## src/rtl/mem_boot_loader_if.sv

```systemverilog
// mem_boot_loader_if: control, ROM, stream and memory-write signals of the boot loader
// master: loader side (drives rom_addr, rx_ready, mem_*, core_reset, done, error, checksum)
// slave : environment side (drives start, mode, rom_data, rx_valid, rx_data)
interface mem_boot_loader_if #(
    parameter int ROM_AW = 8
);
    logic              start;
    logic              mode;
    logic [ROM_AW-1:0] rom_addr;
    logic [7:0]        rom_data;
    logic              rx_valid;
    logic [7:0]        rx_data;
    logic              rx_ready;
    logic [15:0]       mem_addr;
    logic [7:0]        mem_data;
    logic              mem_write;
    logic              core_reset;
    logic              done;
    logic              error;
    logic [7:0]        checksum;
    modport master (
        input  start, mode, rom_data, rx_valid, rx_data,
        output rom_addr, rx_ready, mem_addr, mem_data, mem_write, core_reset, done, error, checksum
    );
    modport slave (
        output start, mode, rom_data, rx_valid, rx_data,
        input  rom_addr, rx_ready, mem_addr, mem_data, mem_write, core_reset, done, error, checksum
    );
endinterface

```

## src/rtl/mem_boot_loader.sv

```systemverilog
// mem_boot_loader: fills data memory from a ROM copy or a framed byte stream, holding the core in reset until done
// clk, rst : clock, asynchronous active-high reset
// bus      : mem_boot_loader_if.master (start/mode, ROM port, rx stream, memory write port, status)
module mem_boot_loader #(
    parameter int          IMAGE_SIZE = 256,
    parameter int          ROM_AW     = 8,
    parameter logic [15:0] BASE_ADDR  = 16'h0000,
    parameter int          WRITE_HOLD = 1,
    parameter bit          AUTO_START = 1'b1
) (
    input  logic                clk,
    input  logic                rst,
    mem_boot_loader_if.master   bus
);
    typedef enum logic [3:0] {
        S_IDLE, S_FETCH, S_WRITE, S_LEN_LO, S_LEN_HI, S_DATA, S_CSUM, S_DONE, S_ERROR
    } state_t;
    state_t      r_state, w_next;
    logic [16:0] r_index;
    logic [15:0] r_len;
    logic [7:0]  r_sum, r_data;
    logic [3:0]  r_hold;
    logic        r_mode, r_auto;
    logic        w_go, w_ready, w_rx, w_hold_end, w_last;
    logic [16:0] w_idx_inc;
    logic [15:0] w_len;
    logic [7:0]  w_wdata;
    // r_auto fires a single load on the first clock after reset release
    assign w_go       = (r_state inside {S_IDLE, S_DONE, S_ERROR}) && (bus.start || r_auto);
    assign w_ready    = r_state inside {S_LEN_LO, S_LEN_HI, S_DATA, S_CSUM};
    assign w_rx       = bus.rx_valid && w_ready;
    assign w_hold_end = r_hold == 4'(WRITE_HOLD - 1);
    assign w_idx_inc  = r_index + 17'd1;
    assign w_len      = {bus.rx_data, r_len[7:0]};
    assign w_last     = r_mode ? (w_idx_inc == {1'b0, r_len}) : (w_idx_inc == 17'(IMAGE_SIZE));
    // ROM data comes straight off the synchronous ROM register; stream data is captured in DATA
    assign w_wdata    = (r_state == S_WRITE && !r_mode) ? bus.rom_data : r_data;
    always_ff @(posedge clk or posedge rst) begin
        if (rst) r_state <= S_IDLE;
        else     r_state <= w_next;
    end
    always_comb begin
        w_next = r_state;
        case (r_state)
            S_IDLE, S_DONE, S_ERROR: if (w_go) w_next = bus.mode ? S_LEN_LO : S_FETCH;
            S_FETCH:  w_next = S_WRITE;
            S_WRITE:  if (w_hold_end) w_next = w_last ? (r_mode ? S_CSUM : S_DONE) : (r_mode ? S_DATA : S_FETCH);
            S_LEN_LO: if (w_rx) w_next = S_LEN_HI;
            S_LEN_HI: if (w_rx) w_next = ({1'b0, w_len} > 17'(IMAGE_SIZE)) ? S_ERROR : (w_len == 16'd0 ? S_CSUM : S_DATA);
            S_DATA:   if (w_rx) w_next = S_WRITE;
            S_CSUM:   if (w_rx) w_next = (bus.rx_data == r_sum) ? S_DONE : S_ERROR;
            default:  w_next = S_IDLE;
        endcase
    end
    always_ff @(posedge clk or posedge rst) begin
        if (rst) begin
            r_index <= '0;
            r_len   <= '0;
            r_sum   <= '0;
            r_data  <= '0;
            r_hold  <= '0;
            r_mode  <= 1'b0;
            r_auto  <= AUTO_START;
        end else begin
            r_auto <= 1'b0;
            r_hold <= (r_state == S_WRITE && !w_hold_end) ? r_hold + 4'd1 : 4'd0;
            if (w_go) begin
                r_index <= '0;
                r_sum   <= '0;
                r_mode  <= bus.mode;
            end
            if (r_state == S_WRITE && w_hold_end) begin
                r_sum   <= r_sum + w_wdata;
                r_index <= w_idx_inc;
            end
            if (r_state == S_LEN_LO && w_rx) r_len[7:0]  <= bus.rx_data;
            if (r_state == S_LEN_HI && w_rx) r_len[15:8] <= bus.rx_data;
            if (r_state == S_DATA && w_rx)   r_data      <= bus.rx_data;
        end
    end
    always_comb begin
        bus.rom_addr   = r_index[ROM_AW-1:0];
        bus.rx_ready   = w_ready;
        bus.mem_addr   = BASE_ADDR + r_index[15:0];
        bus.mem_data   = w_wdata;
        bus.mem_write  = r_state == S_WRITE;
        bus.core_reset = r_state != S_DONE;
        bus.done       = r_state == S_DONE;
        bus.error      = r_state == S_ERROR;
        bus.checksum   = r_sum;
    end
endmodule

```

## src/flat_wrapper.sv

```systemverilog
// flat-port wrapper written by rule: the top's interface ports become plain ports
module mem_boot_loader_flat 
#(
    parameter int          IMAGE_SIZE = 256,
    parameter int          ROM_AW     = 8,
    parameter logic [15:0] BASE_ADDR  = 16'h0000,
    parameter int          WRITE_HOLD = 1,
    parameter bit          AUTO_START = 1'b1
)
  (clk, rst, bus_start, bus_mode, bus_rom_data, bus_rx_valid, bus_rx_data, bus_rom_addr, bus_rx_ready, bus_mem_addr, bus_mem_data, bus_mem_write, bus_core_reset, bus_done, bus_error, bus_checksum);
  mem_boot_loader_if #(.ROM_AW(ROM_AW)) bus_i ();
  input  logic clk;
  input  logic rst;
  input wire logic [$bits(bus_i.start)-1:0] bus_start;
  input wire logic [$bits(bus_i.mode)-1:0] bus_mode;
  input wire logic [$bits(bus_i.rom_data)-1:0] bus_rom_data;
  input wire logic [$bits(bus_i.rx_valid)-1:0] bus_rx_valid;
  input wire logic [$bits(bus_i.rx_data)-1:0] bus_rx_data;
  output wire logic [$bits(bus_i.rom_addr)-1:0] bus_rom_addr;
  output wire logic [$bits(bus_i.rx_ready)-1:0] bus_rx_ready;
  output wire logic [$bits(bus_i.mem_addr)-1:0] bus_mem_addr;
  output wire logic [$bits(bus_i.mem_data)-1:0] bus_mem_data;
  output wire logic [$bits(bus_i.mem_write)-1:0] bus_mem_write;
  output wire logic [$bits(bus_i.core_reset)-1:0] bus_core_reset;
  output wire logic [$bits(bus_i.done)-1:0] bus_done;
  output wire logic [$bits(bus_i.error)-1:0] bus_error;
  output wire logic [$bits(bus_i.checksum)-1:0] bus_checksum;
  assign bus_i.start = bus_start;
  assign bus_i.mode = bus_mode;
  assign bus_i.rom_data = bus_rom_data;
  assign bus_i.rx_valid = bus_rx_valid;
  assign bus_i.rx_data = bus_rx_data;
  assign bus_rom_addr = bus_i.rom_addr;
  assign bus_rx_ready = bus_i.rx_ready;
  assign bus_mem_addr = bus_i.mem_addr;
  assign bus_mem_data = bus_i.mem_data;
  assign bus_mem_write = bus_i.mem_write;
  assign bus_core_reset = bus_i.core_reset;
  assign bus_done = bus_i.done;
  assign bus_error = bus_i.error;
  assign bus_checksum = bus_i.checksum;
  mem_boot_loader #(.IMAGE_SIZE(IMAGE_SIZE), .ROM_AW(ROM_AW), .BASE_ADDR(BASE_ADDR), .WRITE_HOLD(WRITE_HOLD), .AUTO_START(AUTO_START)) u_core (.clk(clk), .rst(rst), .bus(bus_i));
endmodule
```

## config.mk

```make
export PLATFORM = sky130hd
export DESIGN_NAME = mem_boot_loader_flat
export DESIGN_NICKNAME = d
export VERILOG_FILES = /design/src/rtl/mem_boot_loader_if.sv /design/src/rtl/mem_boot_loader.sv /design/src/flat_wrapper.sv
export SDC_FILE = /design/constraint.sdc
export NUM_CORES = 1
export LEC_CHECK = 0
export ABC_AREA = 1
export CORE_AREA = 2 2 67 132
export CTS_BUF_LIST = sky130_fd_sc_hd__clkbuf_8
export CTS_CLUSTER_SIZE = 14
export DETAILED_ROUTE_END_ITERATION = 10
export DIE_AREA = 0 0 69 134
export GPL_ROUTABILITY_DRIVEN = 0
export PLACE_DENSITY = 0.77
export SYNTH_ARGS = -nofsm -noshare
export SYNTH_HDL_FRONTEND = slang
export SYNTH_SLANG_ARGS = --single-unit
export TNS_END_PERCENT = 1
```

## constraint.sdc

```tcl
create_clock -name clk -period 2.45 [get_ports clk]
set_input_delay 0.735 -clock clk [delete_from_list [all_inputs] [get_ports clk]]
set_output_delay 0.735 -clock clk [all_outputs]
set_load 0.1 [all_outputs]
```

Figure 1. Wiring by layer (run 1).
(4 px per um)
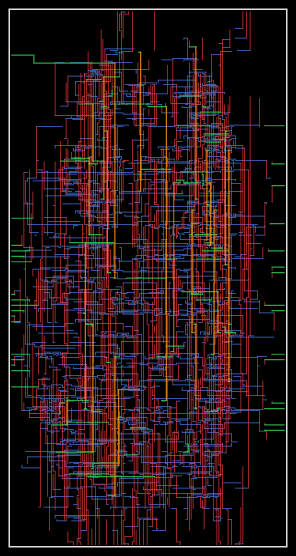
layer	colour	wire length
metal 1	blue	3910 um
metal 3	green	450 um
metal 4	orange	702 um
metal 2	red	6510 um

Figure 2. Track usage over the die (run 1).
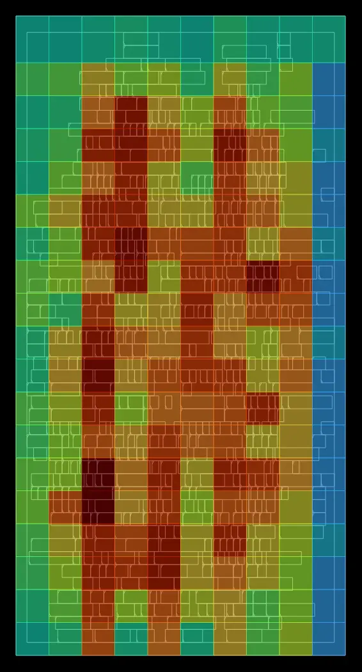
Core Util, Final: 65.9%
M1 GR Usage: 24.5%

Figure 3. Met4 routing (run 1).
(4 px per um)
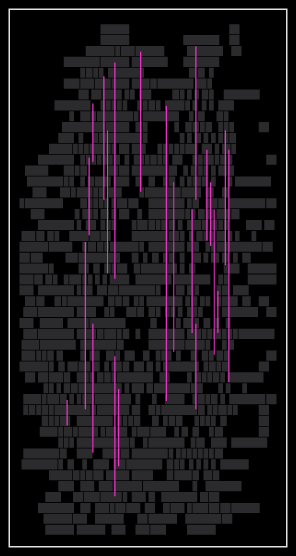
share of all routed wire	6.1%
main direction	vertical
longest straight run	73.4 um

==> run 1: worst max-delay path: stages (launching register included) <==
cell	delay, ns
dfrtp_1	0.41
nor2_4	0.16
nand2_4	0.09
inv_8	0.07
nand2_8	0.06
mux2_4	0.34
ha_4	0.17
inv_2	0.06
fa_2	0.23
nor2_4	0.05
a211oi_4	0.25
nor2_2	0.06
nor2_1	0.10
nor2_1	0.06
nor2_1	0.10
o21ai_1	0.08
o21ai_1	0.17
==> run 1: worst min-delay path by stage <==
stage	slack [ns]	end	cells after the start
2_1_floorplan	0.45	u_core.r_hold[0]	1
3_3_place_gp	0.47	u_core.r_hold[0]	1
3_5_place_dp	0.47	u_core.r_len[10]	2
4_1_cts	0.49	u_core.r_len[8]	2
5_1_grt	0.50	u_core.r_len[10]	2
6_report	0.49	u_core.r_len[10]	2
==> run 1: state kept, by name, indices dropped and copies added (netlist names) <==
| signal | flops |
|---|---|
| u_core.r_hold | 4 |
| u_core.r_mode | 1 |
| u_core.r_state | 4 |
| u_core.r_data | 8 |
| u_core.r_auto | 1 |
| u_core.r_index | 17 |
| u_core.bus.checksum | 8 |
| u_core.r_len | 16 |
==> run 1: layer usage <==
layer / part of all wire (%) / track usage [%] / routed length, um
met5: 0 / 0 / 0
met4: 6.1 / 18.4 / 701
met3: 3.9 / 3.01 / 450
met1: 34 / 24.5 / 3910
met2: 56 / 48.4 / 6510
==> run 1: per-stage QoR <==
stage / utilization, % / hold slack, ns
detailed placement: 60.6 / 0.474
CTS: 64.9 / 0.492
finish: 65.9 / 0.492
global placement: 60.6 / 0.467
global route: 65.9 / 0.505
floorplan: - / 0.452
==> run 1: timing repair <==
item,in CTS,in global routing
pin swaps,11,11
hold buffers,0,0
resized,22,12
setup endpoints to repair,10,12
buffers inserted,3,3
==> results.txt, run 1 <==
run results: gr ovfl total=0, worst vdd ir=~1.1 mV, run status=finished with violations, # IOs=around 66, Final Cycle Share=104%, Synth logic family=simple AND/OR/NAND/NOR gates, GRT Total Usage=between 20% and 30%, CTS tree=done, Main area contributors=dfrtp_1, nand2_1, nand3_1, pin count of the biggest net entering global routing=around 47, Die H=134 um, Cells after DPL=726, Inverters=between 70 and 80, flop2flop setup slack=-0.11 ns, Post-DP Area=roughly 5000 um^2, Critical Path Fanout Max=5, sw frac=just over 50%, warnings from Yosys=0, PnR worst setup slack=-0.107 ns, Critical Path Sink Type=register, Tmin final=between 2 and 3 ns, Combinational Power Share=a little over three fifths, Design Power=6990 uW, YS chip area=between 4000 and 5000 um^2, initial antenna violation count=0, worst skew pair latency=approximately 0.35 ns, Worst Setup EP=u_core.bus.checksum[6], pwr dens=1290 nW/um^2, Setup WS pre-CTS=-0.439 ns, Comb group=about 4400 uW, Final Setup Violations=9, flip-flops=slightly below 60, Core Rows=47, Comb area=between 2000 and 2500 um^2, largest buffer count on any clock path=2, Antenna Cells=0, max-cap violations=0, die width=69 um, Arr. time, crit path=~2.8 ns, Largest type area fraction=between 30% and 40%, RSZ-0062 raised after global routing=yes, comb_multi_in=between 300 and 400, failing checks=negative setup slack, Post-Synth Adder-Cell Area=3.63%, combinational fraction of the cell area=41.1%
==> run 2, diff against run 1 <==
- CORE_AREA: 2 2 67 132 -> 2 2 74 147
- CTS_CLUSTER_DIAMETER: unset -> 30
- DIE_AREA: 0 0 69 134 -> 0 0 76 149
- PLACE_DENSITY: 0.77 -> unset
Figure 4. Track usage over the die (run 2).
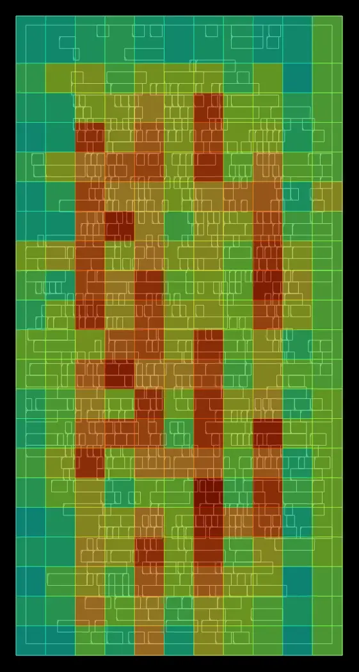
met3 Usage GRT: 3.57%
post-DR wirelength/cell: 13.9 um
GRT Total Usage: 20.2%
Core Util, Final: 52.4%
grt peak-use layer: met2

==> run 2 against run 1 <==
Compared with the run above: the flow still finishes with violations (negative setup slack); worst setup slack better by 0.040 ns; global-route usage fell by 5.2 points; sequential power barely moved; cell area decreased by 0.69%; routed wire length decreased by 6.3%; via count shrank 7.1%; hold slack gained 0.0017 ns; flip-flop count did not move; critical path type is now register to primary output; largest cell class unchanged.
==> results.txt, run 2 <==
run results: Commonest flop=dfrtp_1, max-cap violations=0 (unchanged), gr ovfl total=0 (unchanged), Largest type area fraction=36.3% (unchanged), Design Power=6890 uW (-1.5%), M1 GR Usage=25.0% (+0.42 points), max reg flops=17 (unchanged), Worst Setup EP=bus_mem_data[2], largest buffer count on any clock path=2 (unchanged), run status=finished with violations, Critical Path Sink Type=primary output, startpoint types=register, Critical Path Fanout Max=6 (+1), WHS Endpoint=u_core.r_len[15], CTS tree=done, GR Layer Usage met2=35.0% (-13 points), Post-Synth Adder-Cell Area=3.63% (unchanged), warnings from Yosys=0 (unchanged), # IOs=66 (unchanged), Antenna Cells=0 (unchanged), fp util=38.9%, Arr. time, crit path=1.78 ns (-1.05 ns), cts hold-fix bufs=0 (unchanged), Die H=149 um (+11%), Comb area=2190 um^2 (-1.7%), YS chip area=4000 um^2 (unchanged), Main area contributors=dfrtp_1, nand2_1, nand3_1, worst skew pair latency=0.36 ns (about the same), pin count of the biggest net entering global routing=47 (unchanged), die width=76 um (+10%), Core Rows=53 (+13%), Final Setup Violations=3 (-6), syn_area_per_cell=roughly 7.1 um^2, WHS Path Cells=2 (unchanged), number of synthesized flops with an enable pin=0, Tmin final=2.52 ns (-0.0396 ns), flop2flop setup slack=0 ns (+0.11 ns), worst vdd ir=1.10 mV (+0.93%), Post-DP Area=4980 um^2 (-0.13%), Most flops, register=u_core.r_index, Synth logic family=simple AND/OR/NAND/NOR gates, failing checks=negative setup slack, Largest regs=u_core.r_index (17), u_core.r_len (16), PnR worst setup slack=-0.0675 ns (+0.0396 ns)
Figure 5. Clock wires, drivers and flops (run 2).
(2 px per um)
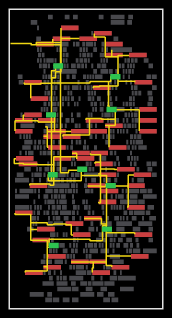
[clock wires] yellow | length: 948 um
[clock drivers] green | count: 9
[flip-flops] red | count: 59
routed clock nets	10

[run 2: final cells by class]
class                   count  area share [%]
multi-input cells         398            40.6
flip-flops and latches     59            27.4
well taps                 137            3.18
inverters                  74            5.29
clock inverters             4            1.76
repair buffers             98            18.6
clock buffers              12            3.06
[run 2: through the flow]
| step | worst slack, ns | hold slack, ns | util [%] | setup TNS [ns] | instances |
|---|---|---|---|---|---|
| final | -0.0675 | 0.494 | 52.4 | -0.188 | 782 |
| after global routing | -0.159 | 0.514 | 52.4 | -1.05 | 782 |
| after CTS | -0.0838 | 0.498 | 51.8 | -0.379 | 780 |
| after detailed placement | -0.431 | 0.475 | 48.5 | -1.08 | 761 |
| after global placement | -0.348 | 0.468 | 48.5 | -0.896 | 761 |
| after floorplan | -0.488 | 0.452 | - | -2.17 | 565 |
[run 2: logic make-up (layout without fill, tap and decap cells)]
logic type      count (synthesis)  after routing
simple gates                  303            303
buf+inv                       108            188
compound gates                 70             70
flops                          59             59
fa+ha+maj                      11             11
xor+xnor                       10             10
mux                             3              3
other cells                     1              1
[run 2: timing repair]
item | CTS | global route
resized | 15 | 10
setup buffers | 5 | 2
endpoints found under the setup margin | 10 | 11
pin swaps | 7 | 6
[run 2: power by group]
group	switching, uW	total, uW	internal (uW)
registers	231	1470	1240
clock network	415	1170	758
logic	2780	4240	1470
[run 2: worst max-delay path, stage by stage, from the launching register on]
cell and delay, ns:
dfrtp_1 0.39, nor2_2 0.14, nand2_2 0.11, inv_8 0.08, nand2_8 0.07, mux2_4 0.34
buf_6 0.12, buf_12 0.15
[run 2: layer usage]
metal / share of wire [%] / vias to the layer above
met5: 0 / -
met4: 2.2 / 0
met3: 3.9 / 17
met2: 50 / 89
met1: 44 / 1747
li1: - / 1935
Power figures rest on the tool's default switching activity, not on a simulated workload.
